==> images/final_clocks.png <==
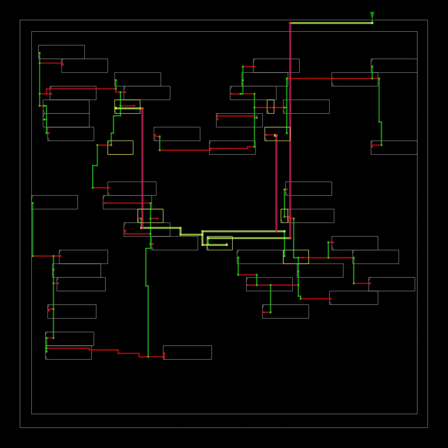
==> images/metal_stack.png <==
Bar = 20 um. Only two layers are drawn.
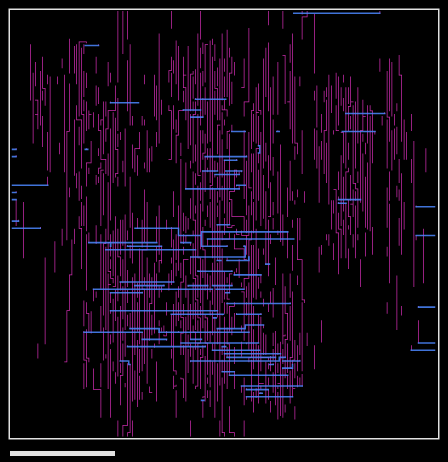
==> images/registers.png <==
Bar = 20 um.
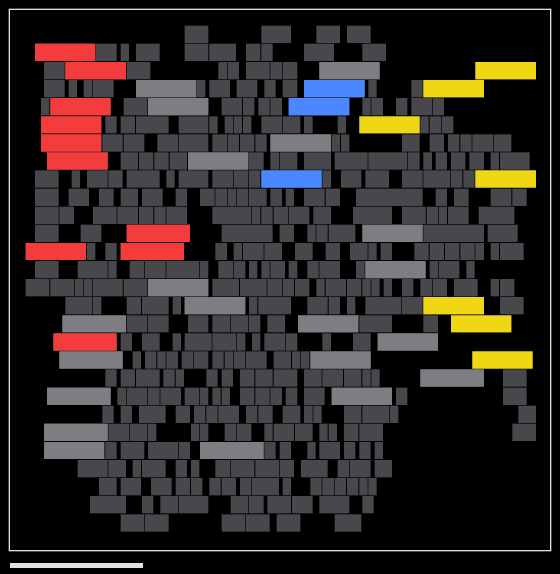
==> images/clock_map.png <==
Bar = 20 um.
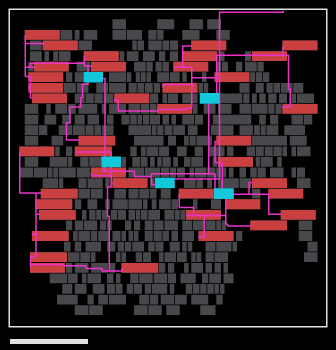
==> images/cell_classes.png <==
Fill, decap, tap and diode cells in gray.
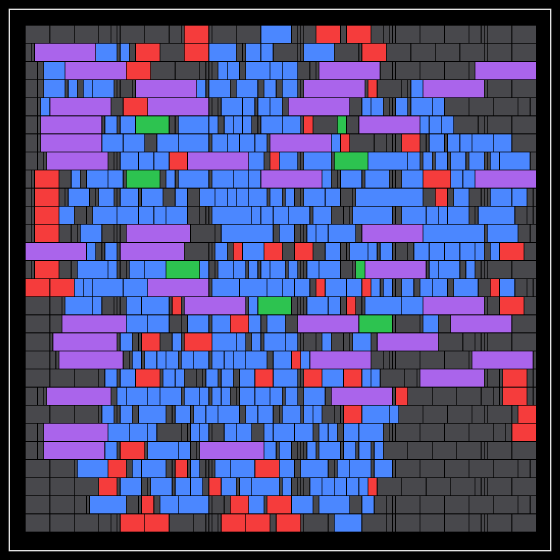
### src/rtl/goomba_pkg.sv
// rtl/goomba_pkg.sv - shared goomba geometry, timing constants and state encoding
package goomba_pkg;

   typedef enum logic [2:0] {
      ST_WALK   = 3'd0,
      ST_CHECK  = 3'd1,
      ST_FALL   = 3'd2,
      ST_SQUISH = 3'd3,
      ST_WAIT   = 3'd4
   } goomba_state_e;

   localparam logic [9:0] WIDTH          = 10'd26;
   localparam logic [9:0] HEIGHT         = 10'd27;
   localparam logic [9:0] FLOOR_Y        = 10'd413;
   localparam logic [9:0] X_MAX          = 10'd614;
   localparam logic [9:0] WALK_SPEED     = 10'd1;
   localparam logic [2:0] GRAVITY        = 3'd1;
   localparam logic [2:0] MAX_FALL       = 3'd6;
   localparam logic [9:0] SPAWN_LX       = 10'd40;
   localparam logic [9:0] SPAWN_RX       = 10'd574;
   localparam logic [9:0] SPAWN_Y        = 10'd35;
   localparam logic [9:0] SCREEN_MID_X   = 10'd320;
   localparam logic [6:0] SQUISH_FRAMES  = 7'd30;
   localparam logic [6:0] RESPAWN_FRAMES = 7'd90;

endpackage

### src/rtl/goomba_fall_stepper.sv
// rtl/goomba_fall_stepper.sv - fall velocity/budget tracking, one pixel step per clk
module goomba_fall_stepper
   import goomba_pkg::*;
(
   input  logic clk,
   input  logic rst_n,
   input  logic start,
   input  logic active,
   input  logic frame_tick,
   input  logic ground,
   input  logic at_floor,
   output logic step_en,
   output logic landed
);

   logic [2:0] vel_q, vel_d;
   logic [2:0] budget_q, budget_d;

   always_comb begin
      vel_d    = vel_q;
      budget_d = budget_q;
      step_en  = 1'b0;
      landed   = 1'b0;
      if (start || !active) begin
         vel_d    = 3'd0;
         budget_d = 3'd0;
      end else if (budget_q != 3'd0) begin
         // ground is checked before every pixel so the detector's exact match is never skipped
         if (ground || at_floor) begin
            landed   = 1'b1;
            vel_d    = 3'd0;
            budget_d = 3'd0;
         end else begin
            step_en  = 1'b1;
            budget_d = budget_q - 3'd1;
         end
      end else if (frame_tick) begin
         vel_d    = (vel_q >= MAX_FALL - GRAVITY) ? MAX_FALL : vel_q + GRAVITY;
         budget_d = vel_d;
      end
   end

   always_ff @(posedge clk or negedge rst_n) begin
      if (!rst_n) begin
         vel_q    <= 3'd0;
         budget_q <= 3'd0;
      end else begin
         vel_q    <= vel_d;
         budget_q <= budget_d;
      end
   end

endmodule

### src/rtl/goomba_motion.sv
// rtl/goomba_motion.sv - goomba position controller: walk, fall, edge turn, squish, respawn
module goomba_motion
   import goomba_pkg::*;
(
   input  logic       clk,
   input  logic       rst_n,
   input  logic       frame_tick,
   input  logic       ground,
   input  logic       stomp,
   output logic [9:0] goomba_x,
   output logic [9:0] goomba_y,
   output logic       dir,
   output logic       alive,
   output logic       squished,
   output logic [2:0] state
);

   goomba_state_e state_q, state_d;
   logic [9:0] x_q, x_d;
   logic [9:0] y_q, y_d;
   logic       dir_q, dir_d;
   logic       alive_q, alive_d;
   logic       squished_q, squished_d;
   logic       exit_side_q, exit_side_d;
   logic [6:0] cnt_q, cnt_d;

   logic        fall_start;
   logic        step_en;
   logic        landed;
   logic        at_floor;
   logic        at_edge;
   logic [10:0] x_sum;
   logic [9:0]  x_right;
   logic [9:0]  x_left;
   logic [6:0]  cnt_dec;

   assign at_floor = (y_q == FLOOR_Y);
   assign at_edge  = (!dir_q && x_q == X_MAX) || (dir_q && x_q == 10'd0);
   assign x_sum    = {1'b0, x_q} + {1'b0, WALK_SPEED};
   assign x_right  = (x_sum > {1'b0, X_MAX}) ? X_MAX : x_sum[9:0];
   assign x_left   = (x_q < WALK_SPEED) ? 10'd0 : x_q - WALK_SPEED;
   assign cnt_dec  = cnt_q - 7'd1;

   goomba_fall_stepper u_fall (
      .clk        (clk),
      .rst_n      (rst_n),
      .start      (fall_start),
      .active     (state_q == ST_FALL),
      .frame_tick (frame_tick),
      .ground     (ground),
      .at_floor   (at_floor),
      .step_en    (step_en),
      .landed     (landed)
   );

   always_comb begin
      state_d     = state_q;
      x_d         = x_q;
      y_d         = y_q;
      dir_d       = dir_q;
      alive_d     = alive_q;
      squished_d  = squished_q;
      exit_side_d = exit_side_q;
      cnt_d       = cnt_q;
      fall_start  = 1'b0;

      case (state_q)
         ST_WALK, ST_CHECK, ST_FALL: begin
            if (stomp) begin
               state_d    = ST_SQUISH;
               squished_d = 1'b1;
               cnt_d      = SQUISH_FRAMES;
            end else if (state_q == ST_WALK) begin
               if (frame_tick) begin
                  if (at_edge && at_floor) begin
                     state_d     = ST_WAIT;
                     alive_d     = 1'b0;
                     exit_side_d = dir_q;
                     cnt_d       = RESPAWN_FRAMES;
                  end else if (at_edge) begin
                     dir_d   = ~dir_q;
                     state_d = ST_CHECK;
                  end else begin
                     x_d     = dir_q ? x_left : x_right;
                     state_d = ST_CHECK;
                  end
               end
            end else if (state_q == ST_CHECK) begin
               // one clk here lets the detector see the freshly moved x
               if (ground || at_floor) begin
                  state_d = ST_WALK;
               end else begin
                  state_d    = ST_FALL;
                  fall_start = 1'b1;
               end
            end else begin
               if (landed) begin
                  state_d = ST_WALK;
               end else if (step_en) begin
                  y_d = y_q + 10'd1;
               end
            end
         end

         ST_SQUISH: begin
            if (frame_tick) begin
               if (cnt_dec == 7'd0) begin
                  state_d     = ST_WAIT;
                  alive_d     = 1'b0;
                  squished_d  = 1'b0;
                  cnt_d       = RESPAWN_FRAMES;
                  exit_side_d = (x_q < SCREEN_MID_X);
               end else begin
                  cnt_d = cnt_dec;
               end
            end
         end

         ST_WAIT: begin
            if (frame_tick) begin
               if (cnt_dec == 7'd0) begin
                  state_d = ST_CHECK;
                  x_d     = exit_side_q ? SPAWN_RX : SPAWN_LX;
                  dir_d   = exit_side_q;
                  y_d     = SPAWN_Y;
                  alive_d = 1'b1;
                  cnt_d   = 7'd0;
               end else begin
                  cnt_d = cnt_dec;
               end
            end
         end

         default: begin
            state_d = ST_WALK;
         end
      endcase
   end

   always_ff @(posedge clk or negedge rst_n) begin
      if (!rst_n) begin
         state_q     <= ST_WALK;
         x_q         <= SPAWN_LX;
         y_q         <= SPAWN_Y;
         dir_q       <= 1'b0;
         alive_q     <= 1'b1;
         squished_q  <= 1'b0;
         exit_side_q <= 1'b0;
         cnt_q       <= 7'd0;
      end else begin
         state_q     <= state_d;
         x_q         <= x_d;
         y_q         <= y_d;
         dir_q       <= dir_d;
         alive_q     <= alive_d;
         squished_q  <= squished_d;
         exit_side_q <= exit_side_d;
         cnt_q       <= cnt_d;
      end
   end

   assign goomba_x = x_q;
   assign goomba_y = y_q;
   assign dir      = dir_q;
   assign alive    = alive_q;
   assign squished = squished_q;
   assign state    = state_q;

endmodule
### config.mk
export PLATFORM = sky130hd
export DESIGN_NAME = goomba_motion
export DESIGN_NICKNAME = d
export VERILOG_FILES = /design/src/rtl/goomba_pkg.sv /design/src/rtl/goomba_fall_stepper.sv /design/src/rtl/goomba_motion.sv
export SDC_FILE = /design/constraint.sdc
export NUM_CORES = 1
export LEC_CHECK = 0
export CORE_MARGIN = 2
export CORE_UTILIZATION = 52
export CTS_CLUSTER_SIZE = 40
export DETAILED_ROUTE_END_ITERATION = 10
export GPL_TIMING_DRIVEN = 0
export PLACE_DENSITY = 0.82
export SLEW_MARGIN = 40
export SYNTH_ARGS = -nofsm -noshare
export SYNTH_HDL_FRONTEND = slang
export SYNTH_SLANG_ARGS = --single-unit
export TNS_END_PERCENT = 10
### constraint.sdc
create_clock -name clk -period 2.6 [get_ports clk]
set_clock_uncertainty 0.2 [all_clocks]
set_input_delay 0.26 -clock clk [delete_from_list [all_inputs] [get_ports clk]]
set_output_delay 0.26 -clock clk [all_outputs]
set_load 0.02 [all_outputs]
==> notes.md <==
fresh numbers from the pnr run: CTS root buf clkbuf_8, Syn Inst Count 372, Synth top cells by count dfrtp_1 (34), o21ai_0 (32), nor2_1 (30), nand2_1 (28), a21oi_1 (24), Switching Share 0.468, Commonest flop dfrtp_1, die width 81.2 um, Synth-to-Final Area Change 22.5%, share of cells above drive strength 1 0.157, Worst-Margin Slew 0.531 ns, P_comb 2.15 mW, Critical Path AT 2.95 ns, final worst setup slack -0.374 ns, PortBufs 29, final tally of setup violations 20, critical path endpoint category register, num ports 31, Netlist cell types 60, startpoint types register, post-DR wirelength/cell 17.2 um, crit path from goomba_x[4], Max Slew Vio Count 0, H-tree levels 2, Overall Global Routing Usage 0.264, FILL cells 485, Final Hold Vio Count 0, Die ar. 6590 um2, Mapped Nets 389, DP HPWL 5.76 mm, failing checks negative setup slack, Avg Inst Size Synth 8.33 um2, Setup TNS -3.40 ns, Final ANT Viol Nets 0, LEAKAGE 1.53 nW, Synth Seq Share 0.326, vias post-DR 3138, Commonest Layout Cell dfrtp_1, R2R Path End exit_side_q, Crit-path slowest cell or4_4, most common cell in the netlist dfrtp_1, Non-Filler Instances 495, EDFF count, synth 0, crit path cell chain or4b_1 > or4_4 > a21o_1 > or3_4 > a211o_1 > mux2_4, Max-Cap Viols 0, die height 81.2 um, first-pass GRT wire length 13.5 mm, CP Capture Point exit_side_q, Basic Gates by Area 0.233, CORE AREA 5850 um2, crit path max fanout 5, WP depth 6, Min Clock Period, post-route 2.97 ns, ANT cells 0, Final Net Count 436, hold slack 0.284 ns, Yosys top cell by area dfrtp_1, Finished Cell Area 3790 um2, Int Pwr 1.91 mW, VDD IR-drop max 558 uV, status finished, violations left, FF-to-FF Start goomba_x[4], RSZ-0062 raised after global routing true, Final Cycle Share 1.14, Mux cell area share 0.0396, NetSw 1.68 mW, logic area 2060 um2, total power 3.58 mW, Rows 28, cell family with most CP delay simple AND/OR/NAND/NOR gates, Synth async-reset ratio 1.00, most numerous logic cells after layout dfrtp_1 (31), nor2_1 (29), clkdlybuf4s50_1 (28)
Notes on final_clocks.png above:
Num CTS Buffers: 5
clk_lat worst skew: 0.30 ns
flip-flops: 40
CTS Sinks: 40
clock buffers: 8

Notes on metal_stack.png above:
color	layer	wire length
magenta	met2	4030 um
blue	met3	529 um

Notes on registers.png above:
color	netlist name	flops
blue	`u_fall.vel_q`	3
red	`goomba_y`	10
yellow	`cnt_q`	7
not colored	20
Seq area share: 0.267
sequential logic power: 1.00 mW
fin util: 0.649
Flop area: 1010 um2

Notes on clock_map.png above:
[magenta] clock wires | length: 552 um
[cyan] cells driving clock nets | count: 5
[red] flip-flops | count: 40
routed clock nets	6

Notes on cell_classes.png above:
color	class	cells	share of their area
red	other buffers and delay cells	62	13%
purple	flip-flops	40	27%
blue	all other logic	310	57%
green	clock drivers and dummy loads	8	2.4%

-- routing by layer --
layer | routed length [um] | up-vias | global-route usage
li1 | - | 1471 | -
met1 | 3750 | 1501 | 0.355
met2 | 4030 | 138 | 0.418
met3 | 529 | 28 | 0.0533
met4 | 220 | 0 | 0.103
met5 | 0 | - | 0
-- cell type report --
cell class	instances	area share
clock buffers	8	0.0237
plain buffers	20	0.0260
inverters	14	0.0138
repair buffers	42	0.103
flip-flops and latches	40	0.267
well taps	75	0.0247
multi-input cells	296	0.542
-- what timing repair did --
action                                  in CTS  in global routing
resized                                     25                 22
hold buffers                                 1                  0
pin swaps                                    3                  5
hold endpoints to repair                    34                  0
gates cloned                                 0                  1
buffers inserted                             7                  4
endpoints found under the setup margin      33                 33
Power and IR drop assume default switching activity.
